**config.mk**
```make
export PLATFORM = sky130hd
export DESIGN_NAME = alu_mc
export DESIGN_NICKNAME = d
export VERILOG_FILES = /design/src/rtl/alu_pkg.sv /design/src/rtl/alu_mul_iter.sv /design/src/rtl/alu_mc.sv
export SDC_FILE = /design/constraint.sdc
export NUM_CORES = 1
export LEC_CHECK = 0
export ABC_AREA = 1
export CELL_PAD_IN_SITES_DETAIL_PLACEMENT = 1
export CELL_PAD_IN_SITES_GLOBAL_PLACEMENT = 2
export CORE_UTILIZATION = 25
export CTS_CLUSTER_SIZE = 25
export DETAILED_ROUTE_END_ITERATION = 16
export PLACE_DENSITY = 0.79
export REMOVE_ABC_BUFFERS = 1
export SLEW_MARGIN = 20
export SYNTH_ARGS = -nofsm -noshare
export SYNTH_HDL_FRONTEND = slang
export SYNTH_HIERARCHICAL = 1
export SYNTH_SLANG_ARGS = --single-unit
```
**constraint.sdc**
```tcl
create_clock -name clk -period 2.15 [get_ports clk]
set_clock_uncertainty 0.15 [all_clocks]
set_input_delay 0.43 -clock clk [delete_from_list [all_inputs] [get_ports clk]]
set_output_delay 0.43 -clock clk [all_outputs]
set_load 0.005 [all_outputs]
```
**src/rtl/alu_pkg.sv**
```systemverilog
// alu_pkg: opcode and state encodings shared by the alu_mc datapath and its multiplier.
package alu_pkg;

   localparam int ALU_OP_W = 4;

   typedef enum logic [ALU_OP_W-1:0] {
      OP_AND    = 4'h0,
      OP_XOR    = 4'h1,
      OP_OR     = 4'h2,
      OP_SHL    = 4'h3,
      OP_SHR    = 4'h4,
      OP_ADD    = 4'h5,
      OP_SUB    = 4'h6,
      OP_LTU    = 4'h7,
      OP_GTU    = 4'h8,
      OP_EQ     = 4'h9,
      OP_SUBC   = 4'hA,
      OP_LTS    = 4'hB,
      OP_GTS    = 4'hC,
      OP_MUL    = 4'hD,
      OP_PASS_E = 4'hE,
      OP_PASS_F = 4'hF
   } alu_op_e;

   typedef enum logic {
      IDLE = 1'b0,
      MUL  = 1'b1
   } alu_state_e;

endpackage

```
**src/rtl/alu_mul_iter.sv**
```systemverilog
// alu_mul_iter: unsigned shift-add multiplier, one multiplier bit per cycle.
// start loads the operands; done is high on the cycle whose edge completes the product.
module alu_mul_iter #(
   parameter int WIDTH = 8
) (
   input  logic                 clk,
   input  logic                 reset_n,
   input  logic                 start,
   input  logic                 run,
   input  logic [WIDTH-1:0]     a,
   input  logic [WIDTH-1:0]     b,
   output logic                 done,
   output logic [2*WIDTH-1:0]   product
);

   localparam int CNTW = $clog2(WIDTH) + 1;

   logic [WIDTH-1:0]   a_q;
   logic [2*WIDTH-1:0] acc_q;
   logic [2*WIDTH-1:0] acc_nxt;
   logic [WIDTH:0]     partial;
   logic [CNTW-1:0]    cnt_q;

   // Upper half accumulates the multiplicand; lower half shifts the multiplier out LSB first.
   always_comb begin
      partial = {1'b0, acc_q[2*WIDTH-1:WIDTH]} + (acc_q[0] ? {1'b0, a_q} : '0);
      acc_nxt = {partial, acc_q[WIDTH-1:1]};
   end

   assign done    = run && (cnt_q == CNTW'(WIDTH - 1));
   assign product = acc_nxt;

   always_ff @(posedge clk) begin
      // NOTE: non-blocking assignments so every register samples pre-edge values,
      // independent of statement order within the block.
      if (!reset_n) begin
         a_q   <= '0;
         acc_q <= '0;
         cnt_q <= '0;
      end else if (start) begin
         a_q   <= a;
         acc_q <= {{WIDTH{1'b0}}, b};
         cnt_q <= '0;
      end else if (run) begin
         acc_q <= acc_nxt;
         cnt_q <= done ? '0 : cnt_q + 1'b1;
      end
   end

endmodule

```
**src/rtl/alu_mc.sv**
```systemverilog
// alu_mc: registered ALU, valid/ready in and out, one-entry output register.
// Define ALU_MC_MUL_EN to add the iterative multiply (opcode D); otherwise D is pass-through.
module alu_mc
   import alu_pkg::*;
#(
   parameter int WIDTH = 8,
   parameter int OPW   = 4
) (
   input  logic             clk,
   input  logic             reset_n,
   input  logic             in_valid,
   output logic             in_ready,
   input  logic [OPW-1:0]   alu_op,
   input  logic [WIDTH-1:0] in_a,
   input  logic [WIDTH-1:0] in_b,
   input  logic             carry_in,
   output logic             out_valid,
   input  logic             out_ready,
   output logic [WIDTH-1:0] rslt,
   output logic [WIDTH-1:0] rslt_hi,
   output logic             carry_out,
   output logic             branch_flag,
   output logic             busy
);

   alu_state_e       state;
   alu_op_e          op;
   logic             accept;
   logic             out_xfer;
   logic             start_mul;
   logic [WIDTH-1:0] res;
   logic             res_co;
   logic             res_bf;
   logic [WIDTH:0]   subc_ext;

   assign op       = alu_op_e'(ALU_OP_W'(alu_op));
   assign in_ready = (state == IDLE) && (!out_valid || out_ready);
   assign accept   = in_valid && in_ready;
   assign out_xfer = out_valid && out_ready;

   always_comb begin
      // NOTE: every output of this block is defaulted first so no path infers a latch.
      res      = '0;
      res_co   = 1'b0;
      res_bf   = 1'b0;
      subc_ext = '0;
      case (op)
         OP_AND: res = in_a & in_b;
         OP_XOR: res = in_a ^ in_b;
         OP_OR:  res = in_a | in_b;
         OP_SHL: begin
            res    = {in_a[WIDTH-2:0], carry_in};
            res_co = in_a[WIDTH-1];
         end
         OP_SHR: begin
            res    = {1'b0, in_a[WIDTH-1:1]};
            res_co = in_a[0];
         end
         OP_ADD: begin
            res    = in_a + in_b;
            res_co = (in_a[WIDTH-1] == in_b[WIDTH-1]) && (res[WIDTH-1] != in_a[WIDTH-1]);
         end
         OP_SUB: begin
            res    = in_a - in_b;
            res_co = (in_a[WIDTH-1] != in_b[WIDTH-1]) && (res[WIDTH-1] != in_a[WIDTH-1]);
         end
         OP_LTU: res_bf = in_a < in_b;
         OP_GTU: res_bf = in_a > in_b;
         OP_EQ:  res_bf = in_a == in_b;
         OP_LTS: res_bf = $signed(in_a) < $signed(in_b);
         OP_GTS: res_bf = $signed(in_a) > $signed(in_b);
         OP_SUBC: begin
            subc_ext = {1'b0, in_a} - {1'b0, in_b} + {{WIDTH{1'b0}}, carry_in};
            res      = subc_ext[WIDTH-1:0];
            res_co   = subc_ext[WIDTH];
         end
         default: res = in_a;
      endcase
   end

`ifdef ALU_MC_MUL_EN
   logic               mul_done;
   logic [2*WIDTH-1:0] mul_prod;

   assign start_mul = accept && (op == OP_MUL);
   assign busy      = (state == MUL);

   alu_mul_iter #(.WIDTH(WIDTH)) u_mul (
      .clk     (clk),
      .reset_n (reset_n),
      .start   (start_mul),
      .run     (state == MUL),
      .a       (in_a),
      .b       (in_b),
      .done    (mul_done),
      .product (mul_prod)
   );
`else
   assign start_mul = 1'b0;
   assign busy      = 1'b0;
`endif

   always_ff @(posedge clk) begin
      if (!reset_n) begin
         state       <= IDLE;
         out_valid   <= 1'b0;
         rslt        <= '0;
         rslt_hi     <= '0;
         carry_out   <= 1'b0;
         branch_flag <= 1'b0;
      end else begin
         // A load below overrides this clear, giving one result per cycle under back-pressure-free flow.
         if (out_xfer) out_valid <= 1'b0;
         case (state)
            IDLE: begin
               if (start_mul) begin
                  state <= MUL;
               end else if (accept) begin
                  rslt        <= res;
                  rslt_hi     <= '0;
                  carry_out   <= res_co;
                  branch_flag <= res_bf;
                  out_valid   <= 1'b1;
               end
            end
`ifdef ALU_MC_MUL_EN
            MUL: begin
               if (mul_done) begin
                  state       <= IDLE;
                  rslt        <= mul_prod[WIDTH-1:0];
                  rslt_hi     <= mul_prod[2*WIDTH-1:WIDTH];
                  carry_out   <= 1'b0;
                  branch_flag <= 1'b0;
                  out_valid   <= 1'b1;
               end
            end
`endif
            default: state <= IDLE;
         endcase
      end
   end

endmodule
```
wires.png
(4 px per µm) Only two layers are drawn.
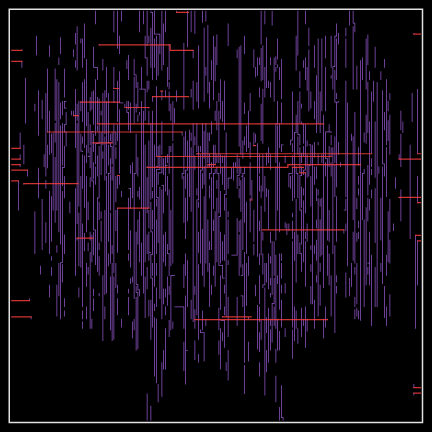
| colour | layer | wire length |
|---|---|---|
| red | metal 3 | 428 µm |
| purple | metal 2 | 6210 µm |

==> flow_metrics.tcl <==
# implementation run metrics
set metrics [dict create \
    synthCells 452 \
    ir_worst_vdd_mv 0.291 \
    rows 36 \
    hpwl_um 9330 \
    vias_per_cell 4.70 \
    comb_share 0.561 \
    path_class "input pin to flip-flop" \
    flop_cell "dfxtp_1" \
    crit_start "in_b[6]" \
    initCoreUtil 0.259 \
    vias 3462 \
    status "complete, no violations" \
    switchingPower_w 0.000644 \
    grt_overflow_total 0 \
    antenna_found_initial 0 \
    critPathArrivalTime_ps 2070 \
    aoi_share 0.128 \
    clock_sink_count 11 \
    finalSetupViolCount 0 \
    drc_errors 0 \
    postLayoutCoreUtil 0.452 \
    buf_share 0.274 \
    ios 46 \
    placed_cell_area_mm2 0.00377 \
    area_growth_pct 74.5 \
    synth_adder_area_share 0.224 \
    n_antenna_cell 0 \
    p_leak_nw 2.23 \
    track_usage 0.223 \
    crit_end "carry_out" \
    reg2reg_slack_ps 830 \
    wl_um 11900 \
    fin_setup_tns_ps 0 \
    hp-class "flip-flop to flip-flop" \
    grt_pass1_wl_um 18000 \
    grt_pass1_vias 3619 \
    yosysCellCount 452 \
    intPower_w 0.000821 \
    grt_max_degree 16 \
    common_cells "nand2_1 (131), inv_1 (71), nand3_1 (47)" \
    cts_max_level 1 \
    ys_sh_mux 0 \
    top_area_frac 0.193 \
    clk_pin_slew_ps 50 \
    cts_tree "yes" \
    die_area_mm2 0.0106 \
    detail-route-antenna-nets 0 \
    yosysSeqAreaShare 0.0865 \
    hold_buffers 0 \
    clk_latency_ps 240 \
    syn_avg_cell_area_um2 5.63 \
    root_buffer "clkbuf_8" \
    min_period_ps 2050 \
    seq_area_um2 220 \
    die_h_um 103 \
    fin_nets 671 \
    io_buffers 36 \
    ys_ff 11 \
    hold_violations 0 \
    power.total_w 0.00146 \
    p_comb_frac 0.701 \
    synth_warnings 6 \
    final_cells 736 \
    hold_path_depth 2 \
    cts_resized 139 \
    cp.required_ps 2170 \
    ff2ff_path_depth 6 \
    hp-start "rslt[2]" \
    edf_count 0 \
    simple_gate_area_frac 0.401 \
    crit_path_start_kind "input pin" \
    largest_cell_class "multi-input combinational cells" \
    sh_seq_area 0.0496 \
    rsz0062_at_grt "yes" \
    slew_violations 0 \
    xor_area_frac 0.0103 \
    inv_count 78 \
    cp_max_fo 3 \
    r2r-end "rslt[7]" \
    nFlopsAndLatches 11 \
    pwr-share-clk 0.144 \
    end_kind "flip-flop" \
    r2r_start "out_valid" \
    netlist_area_mm2 0.00255 \
    max_stage_delay_ps 580 \
    numCtsBuffers 3 \
    max_freq_ghz 0.487 \
    num-clock-buffers 4 \
]
logic_types.png
(4 px per µm)
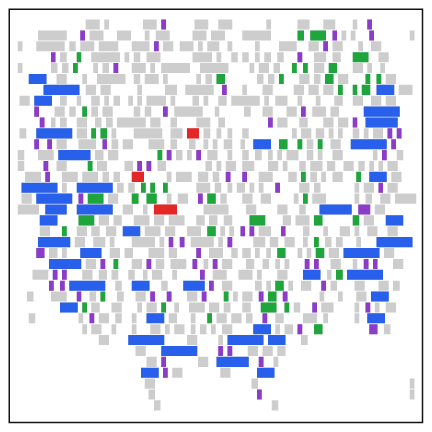
| colour | family | cells |
|---|---|---|
| red | XOR/XNOR gates | 3 |
| purple | inverters | 78 |
| green | NOR gates | 55 |
| blue | adder and majority cells | 42 |

-- cells in the final DEF, fill, tap and decap left out, types with 4 or more instances in the layout --
cell type	instances
o21ai_0	15
fa_2	6
a21oi_2	10
nand3_2	11
o22ai_1	6
ha_1	18
conb_1	9
clkbuf_2	7
clkdlybuf4s50_1	14
buf_6	7
nand3_1	35
nor2_4	6
nand2_2	23
nor2_1	30
a21oi_1	20
nand2_1	105
buf_2	5
nand4_1	4
inv_1	46
nor2_2	13
inv_2	27
dfxtp_1	11
ha_4	15
buf_4	110
nor3_1	5
nand2_4	7
-- power by group through the flow --
stage	registers [W]	logic (W)	clock network, W
6_report	0.000227	0.00103	0.000211
5_1_grt	0.000228	0.00112	0.000228
4_1_cts	0.000226	0.000920	0.000217
3_5_place_dp	0.000230	0.000802	0
3_3_place_gp	0.000230	0.000779	0
2_1_floorplan	0.000231	0.000377	0
-- metrics by stage --
step | hold slack (ps) | setup WS (ps)
floorplan | 312 | 27.2
global placement | 309 | -737
detailed placement | 317 | -818
CTS | 324 | -15.5
global route | 346 | -21.4
finish | 318 | 96.5
-- cell families (layout without fill, tap and decap cells) --
group,Yosys count,in the layout
AOI/OAI and AO/OA,61,61
xor gates and xnor gates,3,3
adders and majority gates,42,42
buffers and inverters,91,234
DFF,11,11
other,1,9
and+or+nand+nor,243,243
-- worst max-delay path: cells and delay by family --
family,cells,cell delay (ps)
compound gates,2,280
buf+inv,5,290
simple gates,6,370
fa+ha+maj,2,710
-- per-layer routing --
metal  global-route usage  vias to the layer above  wire [µm]
met1                0.272                     1672       5100
met4               0.0368                        0        147
met2                0.429                       61       6210
met3               0.0169                       15        428
met5                    0                        -          0
li1                     -                     1714          -
-- registers in the layout, indices dropped and copies added (netlist names) --
signal	flops
carry_out	1
out_valid	1
rslt	8
branch_flag	1
No activity file was given, so power comes from the tool's default toggle rates.
